**Run 1: wiring heat map**

The die is cut into 26 by 26 equal tiles; black is low, pale yellow is high, scaled to the fullest tile. Values are wire area over tile area, all layers added.
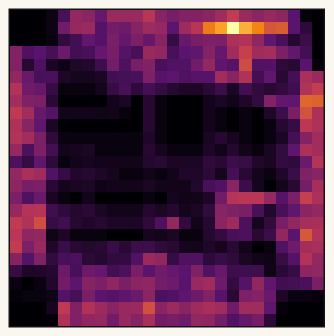
**Run 1: clock wires, drivers and flops**

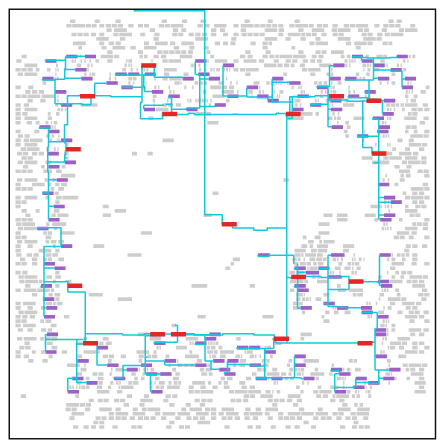
**Run 1: placed standard cells**

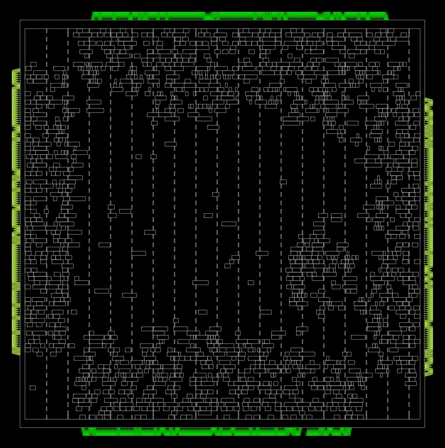
## src/rtl/fifo_write_arbiter.sv

```systemverilog
// ---------------------------------------------------------------------------
// fifo_write_arbiter
//
// Shares one async_fifo write port among NUM_REQ valid/ready requesters that
// live in the write clock domain. Arbitration is round-robin and grants are
// burst-locked: the granted requester keeps the port until it presents an
// accepted beat with tlast, or until BURST_LEN beats have been accepted.
// Every grant costs one idle (IDLE state) cycle. The output stage is a single
// register slice, so each accepted beat appears on fifo_write_* one cycle
// later, tagged with its source index on out_tid.
//
// Handshake rule (all valid/ready pairs on this block): a beat transfers on a
// rising clk edge where valid and ready are both 1. A source holding valid=1
// with ready=0 keeps its data stable; this block does so on fifo_write_*.
//
// Ports
//   clk               in   clock, all logic on posedge
//   reset_n           in   synchronous active-low reset
//   req_tvalid        in   [NUM_REQ]            per-requester valid
//   req_tready        out  [NUM_REQ]            per-requester ready (one-hot or zero)
//   req_tlast         in   [NUM_REQ]            per-requester end-of-burst marker
//   req_tdata         in   [NUM_REQ*DATA_WIDTH] requester i at [i*DATA_WIDTH +: DATA_WIDTH]
//   fifo_write_tvalid out  output beat valid
//   fifo_write_tready in   output beat ready
//   fifo_write_data   out  [DATA_WIDTH]         output beat data
//   out_tid           out  [ID_WIDTH]           source index of the output beat
//   grant_id          out  [ID_WIDTH]           granted requester (meaningful while busy)
//   busy              out  1 while the FSM is in BURST (doubles as the FSM state view)
// ---------------------------------------------------------------------------
module fifo_write_arbiter #(
    parameter int NUM_REQ    = 4,
    parameter int DATA_WIDTH = 128,
    parameter int BURST_LEN  = 4,
    parameter int ID_WIDTH   = 2
) (
    input  logic                          clk,
    input  logic                          reset_n,
    input  logic [NUM_REQ-1:0]            req_tvalid,
    output logic [NUM_REQ-1:0]            req_tready,
    input  logic [NUM_REQ-1:0]            req_tlast,
    input  logic [NUM_REQ*DATA_WIDTH-1:0] req_tdata,
    output logic                          fifo_write_tvalid,
    input  logic                          fifo_write_tready,
    output logic [DATA_WIDTH-1:0]         fifo_write_data,
    output logic [ID_WIDTH-1:0]           out_tid,
    output logic [ID_WIDTH-1:0]           grant_id,
    output logic                          busy
);

    localparam int                CNT_W    = $clog2(BURST_LEN) + 1;
    localparam logic [CNT_W-1:0]  CNT_MAX  = CNT_W'(BURST_LEN - 1);
    localparam logic [ID_WIDTH-1:0] LAST_RST = ID_WIDTH'(NUM_REQ - 1);

    typedef enum logic {
        S_IDLE  = 1'b0,
        S_BURST = 1'b1
    } state_t;

    state_t              state;
    logic [CNT_W-1:0]    beat_cnt;
    logic [ID_WIDTH-1:0] last_grant;

    // Round-robin pick: first requesting index after last_grant, wrapping.
    logic                arb_found;
    logic [ID_WIDTH-1:0] arb_idx;

    always_comb begin
        int idx;
        arb_found = 1'b0;
        arb_idx   = '0;
        idx       = 0;
        for (int k = 1; k <= NUM_REQ; k++) begin
            idx = int'(last_grant) + k;
            if (idx >= NUM_REQ) begin
                idx = idx - NUM_REQ;
            end
            if (!arb_found && req_tvalid[ID_WIDTH'(idx)]) begin
                arb_found = 1'b1;
                arb_idx   = ID_WIDTH'(idx);
            end
        end
    end

    // Signals of the currently granted requester.
    logic                  g_valid;
    logic                  g_last;
    logic [DATA_WIDTH-1:0] g_data;

    always_comb begin
        g_valid = 1'b0;
        g_last  = 1'b0;
        g_data  = '0;
        for (int i = 0; i < NUM_REQ; i++) begin
            if (grant_id == ID_WIDTH'(i)) begin
                g_valid = req_tvalid[i];
                g_last  = req_tlast[i];
                g_data  = req_tdata[i*DATA_WIDTH +: DATA_WIDTH];
            end
        end
    end

    // Output slice can take a beat when empty or when its beat leaves now.
    logic out_ready;
    logic in_burst;
    logic accept;

    assign out_ready = !fifo_write_tvalid || fifo_write_tready;
    assign in_burst  = reset_n && (state == S_BURST);
    assign accept    = in_burst && g_valid && out_ready;
    assign busy      = (state == S_BURST);

    // Only the granted requester ever sees ready; held low during reset.
    always_comb begin
        req_tready = '0;
        for (int i = 0; i < NUM_REQ; i++) begin
            if (in_burst && (grant_id == ID_WIDTH'(i))) begin
                req_tready[i] = out_ready;
            end
        end
    end

    always_ff @(posedge clk) begin
        if (!reset_n) begin
            state             <= S_IDLE;
            beat_cnt          <= '0;
            last_grant        <= LAST_RST;
            grant_id          <= '0;
            fifo_write_tvalid <= 1'b0;
            fifo_write_data   <= '0;
            out_tid           <= '0;
        end else begin
            // Output register: load wins over drain in the same cycle.
            if (accept) begin
                fifo_write_tvalid <= 1'b1;
                fifo_write_data   <= g_data;
                out_tid           <= grant_id;
            end else if (fifo_write_tready) begin
                fifo_write_tvalid <= 1'b0;
            end

            case (state)
                S_IDLE: begin
                    if (arb_found) begin
                        grant_id <= arb_idx;
                        beat_cnt <= '0;
                        state    <= S_BURST;
                    end
                end
                S_BURST: begin
                    // A stalled granted requester keeps the grant indefinitely.
                    if (accept) begin
                        if (g_last || (beat_cnt == CNT_MAX)) begin
                            last_grant <= grant_id;
                            beat_cnt   <= '0;
                            state      <= S_IDLE;
                        end else begin
                            beat_cnt <= beat_cnt + 1'b1;
                        end
                    end
                end
                default: begin
                    state <= S_IDLE;
                end
            endcase
        end
    end

endmodule
```

## config.mk

```make
export PLATFORM = sky130hd
export DESIGN_NAME = fifo_write_arbiter
export DESIGN_NICKNAME = d
export VERILOG_FILES = /design/src/rtl/fifo_write_arbiter.sv
export SDC_FILE = /design/constraint.sdc
export NUM_CORES = 1
export LEC_CHECK = 0
export CAP_MARGIN = 10
export CORE_AREA = 3 3 259 261
export CTS_CLUSTER_SIZE = 8
export DETAILED_ROUTE_END_ITERATION = 10
export DIE_AREA = 0 0 262 264
export PLACE_DENSITY = 0.42
export SLEW_MARGIN = 10
export SYNTH_ARGS = -nofsm -noshare
export SYNTH_HDL_FRONTEND = slang
export SYNTH_SLANG_ARGS = --single-unit
export TNS_END_PERCENT = 30
```

## constraint.sdc

```tcl
create_clock -name clk -period 1.65 [get_ports clk]
set_input_delay 0.165 -clock clk [delete_from_list [all_inputs] [get_ports clk]]
set_output_delay 0.165 -clock clk [all_outputs]
set_load 0.05 [all_outputs]
```

==> notes.md, run 1 <==
run results: Fmax achieved 0.4977 GHz, cell total in the yosys stat output 783, global routing usage on met1 15.36%, setup ws final -0.3594 ns, vias in the first global route 9667, Logic cell area 5540 sq um, Post-CTS Resized 50, hold_ws 0.4509 ns, crit-path cells buf_12 -> buf_8 -> mux4_2 -> or2_4 -> or2_4 -> o31ai_2, EDFF count, synth 0, Cell Rows 93, outcome finished, violations left, Tap Count 855, Synth top cells by count nand2_1, dfxtp_1, a21oi_1, final hold vios 0, Die W 262 um, post-route cell area 17810 sq um, layout cells sized above 1 36.69%, non-clk buf share 43.55%, Comb gates 566, biggest area cells mux4_2, dfxtp_1, nand2_1, a21oi_1, buf_2, Final Non-Filler Cells 2354, die y size 264 um, Setup crit end kind flip-flop, CP dominant cell by count or2_4, DRT Pass-1 Iters 4, crit path from grant_id[0], total power 13.81 mW, combinational power share 42.5%, global-route wire length before repair 65.23 mm, max-slew violation count 0, fin nets 2012, setup bufs post-CTS 16, clk cell area share 3.513%, Mapped Cells 783, full die area 69170 sq um, Num CTS Buffers 17, number of nets at floorplan 1308, Initial Util 12.36%, top layer in use met5, I/O Buffers 660, YS warnings 0, Comb group 5.87 mW, sw frac 32.91%, critical path class flip-flop to flip-flop, CTS max path bufs 2, worst hold endpoint fifo_write_data[65], Vias 9194, yosys xor share 0%, cycle use final 121.8%, failing checks setup timing, Leak 6.411 nW, setup violators final 141, startpoint types flip-flop, largest power group combinational logic, CP arrival 2.38 ns, Routed met3 length 3.622 mm, setup_tns -38.70 ns, R2R Path End beat_cnt[2], Buffers excl. clock 758, Slew @ Worst Pin 0.5459 ns, hold buffer count at CTS 0, pre-CTS setup slack -0.4073 ns, sw power 4.544 mW, PD cells 775.5 nW/um^2, slowest stage cell, crit path mux4_2, DP HPWL 38.02 mm, placed inst area 15900 sq um, met2 WL 24.56 mm, delay of the slowest critical-path stage 0.60 ns, met3 Use GR 4.065%, Main logic family multiplexers, WHS Path Cells 2, Synth Register Bits 139, Slew HR 63.61%, AND-OR/OR-AND Cells, Area Fraction 9.495%
About 'wiring heat map':
11% of the tiles are nearly empty. The mean over all tiles is 0.11. The fullest tile reaches 0.55. 3.3% of the tiles are over half the peak. The densest ninth of the die: top right. The emptiest ninth of the die: middle.
drt total wl: 47.87 mm
GRT Util Overall: 13.04%
WL per Instance: 20.34 um

About 'clock wires, drivers and flops':
Key: red = clock-net drivers [count 17]; purple = flip-flops [count 139]; cyan = clock wires [length 2660 um]
Position of the flops: widely spread. There are 18 routed clock nets.
skew final: 0.009532 ns
clock network power: 4.18 mW
clk_lat worst skew: 0.47 ns
clock power share: 30.3%

About 'placed standard cells':
final core occ: 27.52%
Seq/total area: 15.70%
fill count: 6852
core area: 64700 sq um

## Run 2: what changed since run 1
--- a/config.mk
+++ b/config.mk
@@ -10,6 +10,7 @@
 export CTS_CLUSTER_SIZE = 8
 export DETAILED_ROUTE_END_ITERATION = 10
 export DIE_AREA = 0 0 262 264
+export GPL_TIMING_DRIVEN = 0
 export PLACE_DENSITY = 0.42
 export SLEW_MARGIN = 10
 export SYNTH_ARGS = -nofsm -noshare
==> constraint.sdc (replaced) <==
create_clock -name clk -period 1.65 [get_ports clk]
set_input_delay 0.165 -clock clk [delete_from_list [all_inputs] [get_ports clk]]
set_output_delay 0.165 -clock clk [all_outputs]
set_load 0.005 [all_outputs]
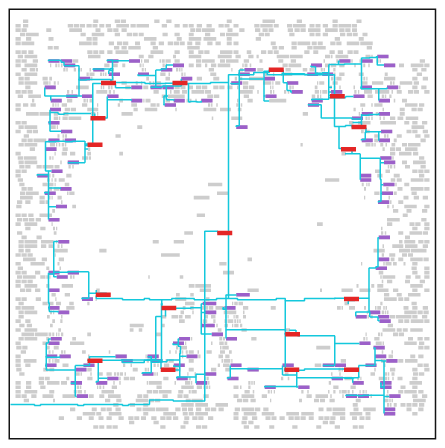
**Above:** run 2 (clock wires, drivers and flops).
skew final: 0.01285 ns
clock network power: 3.98 mW

==> notes.md, run 2 <==
run results: setup bufs post-CTS 22 (+6), delay of the slowest critical-path stage 0.51 ns (-0.09 ns), Comb group 5.24 mW (-11%), CTS max path bufs 2 (unchanged), global-route wire length before repair 69.92 mm (+7.2%), EDFF count, synth 0 (unchanged), Final Non-Filler Cells 2366 (+0.51%), Comb gates 565 (-0.18%), Synth top cells by count nand2_1, dfxtp_1, a21oi_1, layout cells sized above 1 23.30% (-13 points), setup violators final 140 (-0.71%), Mapped Cells 783 (unchanged), GRT Util Overall 14.18% (+1.1 points), WL per Instance 21.90 um (+7.7%), DRT Pass-1 Iters 4 (unchanged), Num CTS Buffers 17 (unchanged), core area 64700 sq um (unchanged), crit path from grant_id[0], Logic cell area 5195 sq um (-6.2%), Buffers excl. clock 770 (+1.6%), global routing usage on met1 15.39% (+0.022 points), Post-CTS Resized 182 (+260%), Cell Rows 93 (unchanged), sw power 3.825 mW (-16%), met3 Use GR 5.206% (+1.1 points), AND-OR/OR-AND Cells, Area Fraction 9.495% (unchanged), vias in the first global route 10.12k (+4.7%), setup ws final -0.2442 ns (+0.1152 ns), startpoint types flip-flop, Slew HR 38.09% (-26 points), R2R Path End last_grant[0], post-route cell area 17700 sq um (-0.57%), outcome finished, violations left, sw frac 29.53% (-3.4 points), yosys xor share 0% (unchanged), clk cell area share 3.300% (-0.21 points), cycle use final 114.8% (-7.0 points), failing checks setup timing
Power figures rest on the tool's default switching activity, not on a simulated workload.
